<file path="src/rtl/debounce_edge.sv">
// rtl/debounce_edge.sv - two-flop synchronised switch debouncer with edge pulses and press counter

module debounce_edge #(
   parameter int STABLE_CYCLES = 4,
   parameter int EVT_W         = 8
) (
   input  logic             i_clk,
   input  logic             i_clear_n,
   input  logic             i_data,
   output logic             o_level,
   output logic             o_rise,
   output logic             o_fall,
   output logic [EVT_W-1:0] o_press_cnt
);

   // Counter only needs to reach STABLE_CYCLES-1; guard keeps the width legal
   // while the elaboration check below reports an illegal setting.
   localparam int CNT_W = (STABLE_CYCLES < 1) ? 1 : $clog2(STABLE_CYCLES + 1);
   localparam logic [CNT_W-1:0] CNT_LAST = CNT_W'(STABLE_CYCLES - 1);

   generate
      if (STABLE_CYCLES < 1) begin : g_bad_stable_cycles
         $error("debounce_edge: STABLE_CYCLES must be 1 or more");
      end
   endgenerate

   typedef enum logic [1:0] {
      ST_LOW    = 2'd0,
      ST_WAIT_H = 2'd1,
      ST_HIGH   = 2'd2,
      ST_WAIT_L = 2'd3
   } state_t;

   logic             s1;
   logic             s2;
   state_t           state;
   state_t           state_nxt;
   logic [CNT_W-1:0] cnt;
   logic [CNT_W-1:0] cnt_nxt;
   logic             level_nxt;
   logic             rise_nxt;
   logic             fall_nxt;
   logic [EVT_W-1:0] press_nxt;

   // Two-flop synchroniser; only s2 is allowed to reach the FSM.
   always_ff @(posedge i_clk or negedge i_clear_n) begin
      if (!i_clear_n) begin
         s1 <= 1'b0;
         s2 <= 1'b0;
      end else begin
         s1 <= i_data;
         s2 <= s1;
      end
   end

   // FSM state, stability counter and all outputs are registered together.
   always_ff @(posedge i_clk or negedge i_clear_n) begin
      if (!i_clear_n) begin
         state       <= ST_LOW;
         cnt         <= '0;
         o_level     <= 1'b0;
         o_rise      <= 1'b0;
         o_fall      <= 1'b0;
         o_press_cnt <= '0;
      end else begin
         state       <= state_nxt;
         cnt         <= cnt_nxt;
         o_level     <= level_nxt;
         o_rise      <= rise_nxt;
         o_fall      <= fall_nxt;
         o_press_cnt <= press_nxt;
      end
   end

   // Next-state: a WAIT state must see the new level on CNT_LAST+1 further
   // samples; any sample of the old level drops back with no visible change.
   always_comb begin
      state_nxt = state;
      cnt_nxt   = cnt;
      level_nxt = o_level;
      rise_nxt  = 1'b0;
      fall_nxt  = 1'b0;
      press_nxt = o_press_cnt;
      case (state)
         ST_LOW: begin
            if (s2) begin
               state_nxt = ST_WAIT_H;
               cnt_nxt   = '0;
            end
         end
         ST_WAIT_H: begin
            if (!s2) begin
               state_nxt = ST_LOW;
               cnt_nxt   = '0;
            end else if (cnt == CNT_LAST) begin
               state_nxt = ST_HIGH;
               cnt_nxt   = '0;
               level_nxt = 1'b1;
               rise_nxt  = 1'b1;
               press_nxt = o_press_cnt + EVT_W'(1);
            end else begin
               cnt_nxt = cnt + CNT_W'(1);
            end
         end
         ST_HIGH: begin
            if (!s2) begin
               state_nxt = ST_WAIT_L;
               cnt_nxt   = '0;
            end
         end
         ST_WAIT_L: begin
            if (s2) begin
               state_nxt = ST_HIGH;
               cnt_nxt   = '0;
            end else if (cnt == CNT_LAST) begin
               state_nxt = ST_LOW;
               cnt_nxt   = '0;
               level_nxt = 1'b0;
               fall_nxt  = 1'b1;
            end else begin
               cnt_nxt = cnt + CNT_W'(1);
            end
         end
         default: begin
            state_nxt = ST_LOW;
            cnt_nxt   = '0;
         end
      endcase
   end

endmodule

</file>
<file path="config.mk">
export PLATFORM = sky130hd
export DESIGN_NAME = debounce_edge
export DESIGN_NICKNAME = d
export VERILOG_FILES = /design/src/rtl/debounce_edge.sv
export SDC_FILE = /design/constraint.sdc
export NUM_CORES = 1
export LEC_CHECK = 0
export ABC_AREA = 0
export CAP_MARGIN = 20
export CORE_ASPECT_RATIO = 0.8
export CORE_MARGIN = 2
export CORE_UTILIZATION = 30
export CTS_CLUSTER_DIAMETER = 120
export CTS_CLUSTER_SIZE = 8
export DETAILED_ROUTE_END_ITERATION = 7
export PLACE_DENSITY = 0.55
export SYNTH_ARGS = -nofsm -noshare
export SYNTH_HDL_FRONTEND = slang
export SYNTH_SLANG_ARGS = --single-unit
</file>
<file path="constraint.sdc">
create_clock -name i_clk -period 1.5 [get_ports i_clk]
set_clock_uncertainty 0.05 [all_clocks]
set_input_delay 0.225 -clock i_clk [delete_from_list [all_inputs] [get_ports i_clk]]
set_output_delay 0.225 -clock i_clk [all_outputs]
set_load 0.01 [all_outputs]
</file>
==> run_1/logic_types.png <==
Drawn at 6 px/µm.
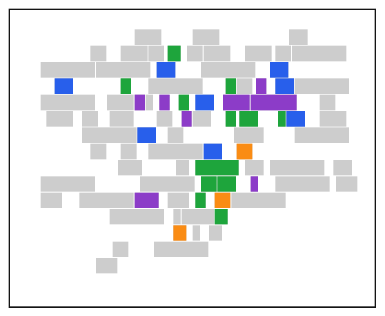
- inverting AOI/OAI gates: orange (cells 3)
- NOR gates: purple (cells 8)
- XOR/XNOR gates: blue (cells 8)
- NAND gates: green (cells 12)
Comb/total area: 30.3%
Final Non-Filler Cells: 122
most used logic cell in the final layout: dfrtp_1

==> run_1/clk_routes.png <==
Drawn at 8 px/µm.
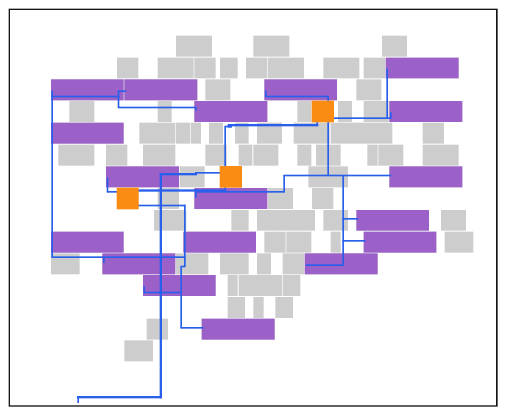
- flip-flops: purple (count 18)
- clock wires: blue (length 258 µm)
- clock drivers: orange (count 3)
- routed clock nets: 4

==> run_1/wires.png <==
Drawn at 4 px/µm. Two of the layers only.
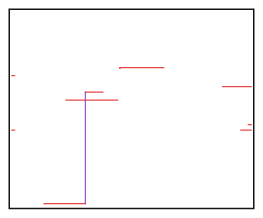
- metal 4: purple (wire length 27.9 µm)
- metal 3: red (wire length 50.7 µm)
Via Count: 544
Routed WL: 1440 µm
wire per inst: 11.8 µm
global-route usage over all layers: 11.0%

==> run_1/io_placement.png <==
Drawn at 6 px/µm. Pins as bars across the die edge, other pins in gray.
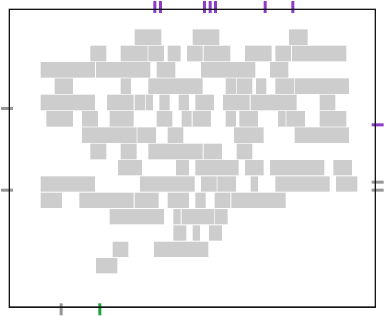
- `i_clear_n`: green (pins 1; direction input; edge bottom)
- `o_press_cnt`: purple (pins 8; direction output; edge 7 top, 1 right)

==> results.sh, run 1 <==
# source this file to load flow results
export IMPL_layout_drive_gt1_share_pct=23.3
export IMPL_drt_first_pass_iters=4
export IMPL_seqCellArea_um2=450
export IMPL_edf_count=0
export IMPL_hold_path_class="in2async"
export IMPL_synth_flops=18
export IMPL_rr_worst_depth=4
export IMPL_ff_count=18
export IMPL_flop_cell="dfrtp_1"
export IMPL_fin_crit_ps=1450
export IMPL_area_growth_pct=40.0
export IMPL_clkbuf_count=4
export IMPL_dp_cells=111
export IMPL_clockBufferDepth=2
export IMPL_place_gp_congestion=0.769
export IMPL_chipArea_um2=3000
export IMPL_drt_initial_drc_count=10
export IMPL_clock_sinks=18
export IMPL_numCtsBuffers=3
export IMPL_hold_buffers=0
export IMPL_synthTopCellsByCount="18 x dfrtp_1, 8 x xor2_1, 5 x nand3_1"
export IMPL_portBuffers=13
export IMPL_r2r_slack_ps=50
export IMPL_core_um2=2440
export IMPL_leakage_nw=0.657
export IMPL_drc=0
export IMPL_cp_required_ps=1640
export IMPL_utilization_pct=44.3
export IMPL_fp_nets=65
export IMPL_layout_area_comb_um2=328
export IMPL_ys_cells=60
export IMPL_endpoint_kind="register"
export IMPL_fin_ws_ps=52.2
export IMPL_antenna_cells=0
export IMPL_min_period_over_period_pct=96.5
export IMPL_clkCellAreaFrac_pct=3.35
export IMPL_synth_area_um2=773
export IMPL_cp_arrival_ps=1590
export IMPL_dpl_cell_area_um2=963
export IMPL_ioPinCount=14
export IMPL_syn_area_per_cell_um2=12.9
export IMPL_rows=16
export IMPL_buffers_excl_clock=22
export IMPL_crit_fanout=10
export IMPL_initial_core_util_pct=31.7
export IMPL_status="completed"
export IMPL_clk_pin_slew_ps=110
export IMPL_synth_seq_share_pct=58.3
export IMPL_warning_count=26
==> run 1: registers in the layout, indices dropped and copies added (netlist names), named ones only <==
register and count:
s1 1, o_fall 1, o_press_cnt 8, o_level 1, state 1, s2 1
cnt 3, o_rise 1
==> run 1: power breakdown <==
part / internal (mW) / switching (mW)
logic: 0.153 / 0.139
registers: 0.553 / 0.0739
clock network: 0.148 / 0.159
==> run 1: cells by family after synthesis <==
family,Yosys count,synth area share (%)
simple gates,22,19.9
flops,18,58.3
buf+inv,3,1.46
fa+ha+maj,2,3.24
xor+xnor,8,9.06
mux,3,4.21
compound gates,4,3.88
==> run 1: timing repair <==
action,CTS,global route
endpoints found under the setup margin,9,10
endpoints found under the hold margin,0,0
pin swaps,0,0
buffers inserted,6,1
gates resized,3,10
==> run 2, diff against run 1 <==
Settings changed: CELL_PAD_IN_SITES_DETAIL_PLACEMENT set to 1, CELL_PAD_IN_SITES_GLOBAL_PLACEMENT set to 1, PLACE_DENSITY 0.55 to not set, PLACE_DENSITY_LB_ADDON set to 0.1.
==> run_2/logic_types.png <==
Drawn at 6 px/µm.
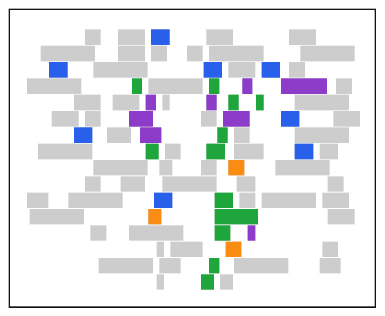
- XOR/XNOR gates: blue (cells 8)
- inverting AOI/OAI gates: orange (cells 3)
- NOR gates: purple (cells 8)
- NAND gates: green (cells 12)

==> run 2 against run 1 <==
  * Register-to-register slack is essentially flat
  * Total power is 0.19% lower
  * Cell count rose by 2.5%
  * First-iteration DRC count fell by 90%
  * Synthesized cell count did not move
  * Non-clock buffer count is 3 higher
  * Clock-buffer cell count stayed put
  * Cell area rose by 3.5%
  * Flip-flop count unchanged
  * Clock power fell by 2%
  * Sequential share of layout area shrank 1.4 points
  * Maximum frequency increased by 0.40%
==> results.sh, run 2 <==
# source this file to load flow results
export IMPL_initial_core_util_pct=31.7
export IMPL_top_regs="o_press_cnt (8), cnt (3)"
export IMPL_synthArstFlopShare_pct=100
export IMPL_endpoint_kind="register"
export IMPL_lay_top_count="dfrtp_1"
export IMPL_clockBufferDepth=2
export IMPL_crit_fanout=10
export IMPL_stdcell_count=125
export IMPL_sh_comb_area_pct=29.7
export IMPL_power_switching_mw=0.372
export IMPL_largest_reg_flops=8
export IMPL_report_power_total_mw=1.22
export IMPL_path_delay_family="flip-flops"
export IMPL_dpl_cell_area_um2=963
export IMPL_internal_power_mw=0.852
export IMPL_clock_sinks=18
export IMPL_place_gp_congestion=0.713
export IMPL_synth_cells=60
export IMPL_leakage_nw=0.705
export IMPL_layout_drive_gt1_share_pct=27.0
export IMPL_die_width_um=60.8
export IMPL_edf_count=0
export IMPL_pg_comb_mw=0.299
export IMPL_ant_nets=0
export IMPL_flop_cell="dfrtp_1"
export IMPL_rows=16
export IMPL_buffers_excl_clock=25
export IMPL_grt_usage_pct=13.1
export IMPL_clk_pin_slew_ps=110
export IMPL_via_count=576
export IMPL_synthTopCellsByCount="18 x dfrtp_1, 8 x xor2_1, 5 x nand3_1"
export IMPL_taps=36
export IMPL_drt_first_pass_iters=2
export IMPL_syn_area_per_cell_um2=12.9
export IMPL_synth_flops=18
export IMPL_drt_initial_drc_count=1
export IMPL_synth_seq_share_pct=58.3
export IMPL_cp_cell_sequence="ha_2 > nand3b_4 > nor2_4 > mux2_1"
export IMPL_area_growth_pct=44.8
export IMPL_switching_share_pct=30.4
export IMPL_chipArea_um2=3000
export IMPL_dp_cells=111
export IMPL_pg_seq_mw=0.623
export IMPL_crit_buf_inv=0
export IMPL_hold_buffers=0
export IMPL_ff_count=18
export IMPL_seqPwrFrac_pct=50.9
export IMPL_clkCellAreaFrac_pct=3.24
export IMPL_clock_power_mw=0.302
export IMPL_utilization_pct=45.9
export IMPL_ioPinCount=14
export IMPL_cp_arrival_ps=1570
export IMPL_cp_required_ps=1630
export IMPL_warning_count=26
export IMPL_ys_cells=60
export IMPL_combPwrFrac_pct=24.4
export IMPL_min_period_over_period_pct=96.1
export IMPL_synth_area_um2=773
export IMPL_fillers=275
export IMPL_setup_tns_ps=0
export IMPL_status="completed"
export IMPL_fp_nets=65
export IMPL_power_frac_clock_pct=24.7
export IMPL_portBuffers=13
export IMPL_seqCellArea_um2=450
export IMPL_layout_area_comb_um2=333
export IMPL_hold_path_class="in2async"
export IMPL_drc=0
export IMPL_drt_total_wl_um=1640
export IMPL_numCtsBuffers=3
export IMPL_final_cell_mix="18 x dfrtp_1, 12 x buf_4, 10 x dlymetal6s2s_1"
export IMPL_antenna_cells=0
export IMPL_fin_crit_ps=1440
export IMPL_core_um2=2440
export IMPL_wire_per_inst_um=13.1
export IMPL_clkbuf_count=4
export IMPL_power_leader="registers"
export IMPL_fin_ws_ps=57.9
export IMPL_die_h_um=49.4
export IMPL_nonClkBufAreaFrac_pct=21.8
export IMPL_place_worst_setup_slack_ps=44.9
export IMPL_largest_register="o_press_cnt"
export IMPL_met3WireLength_um=83
-- run 2: timing repair --
action / in CTS / in global routing
setup buffers: 8 / 2
setup endpoints to repair: 9 / 14
hold endpoints to repair: 0 / 0
gates resized: 1 / 14
-- run 2: logic make-up after synthesis --
logic type,synth area share (%)
AOI/OAI and AO/OA,3.88
xor gates and xnor gates,9.06
adders and majority gates,3.24
buffers and inverters,1.46
DFF,58.3
muxes,4.21
and+or+nand+nor,19.9
-- run 2: worst paths after layout --
path | endpoint | depth (start not counted) | start | slack, ps
min | cnt[2] | 2 | i_clear_n | 200
max | o_press_cnt[1] | 4 | cnt[0] | 60
min reg2reg | s2 | 0 | s1 | 310
max in group asynchronous | o_rise | 2 | i_clear_n | 1000
min in group i_clk | s2 | 0 | s1 | 310
max reg2reg | o_press_cnt[1] | 4 | cnt[0] | 60
No activity file was given, so power comes from the tool's default toggle rates.
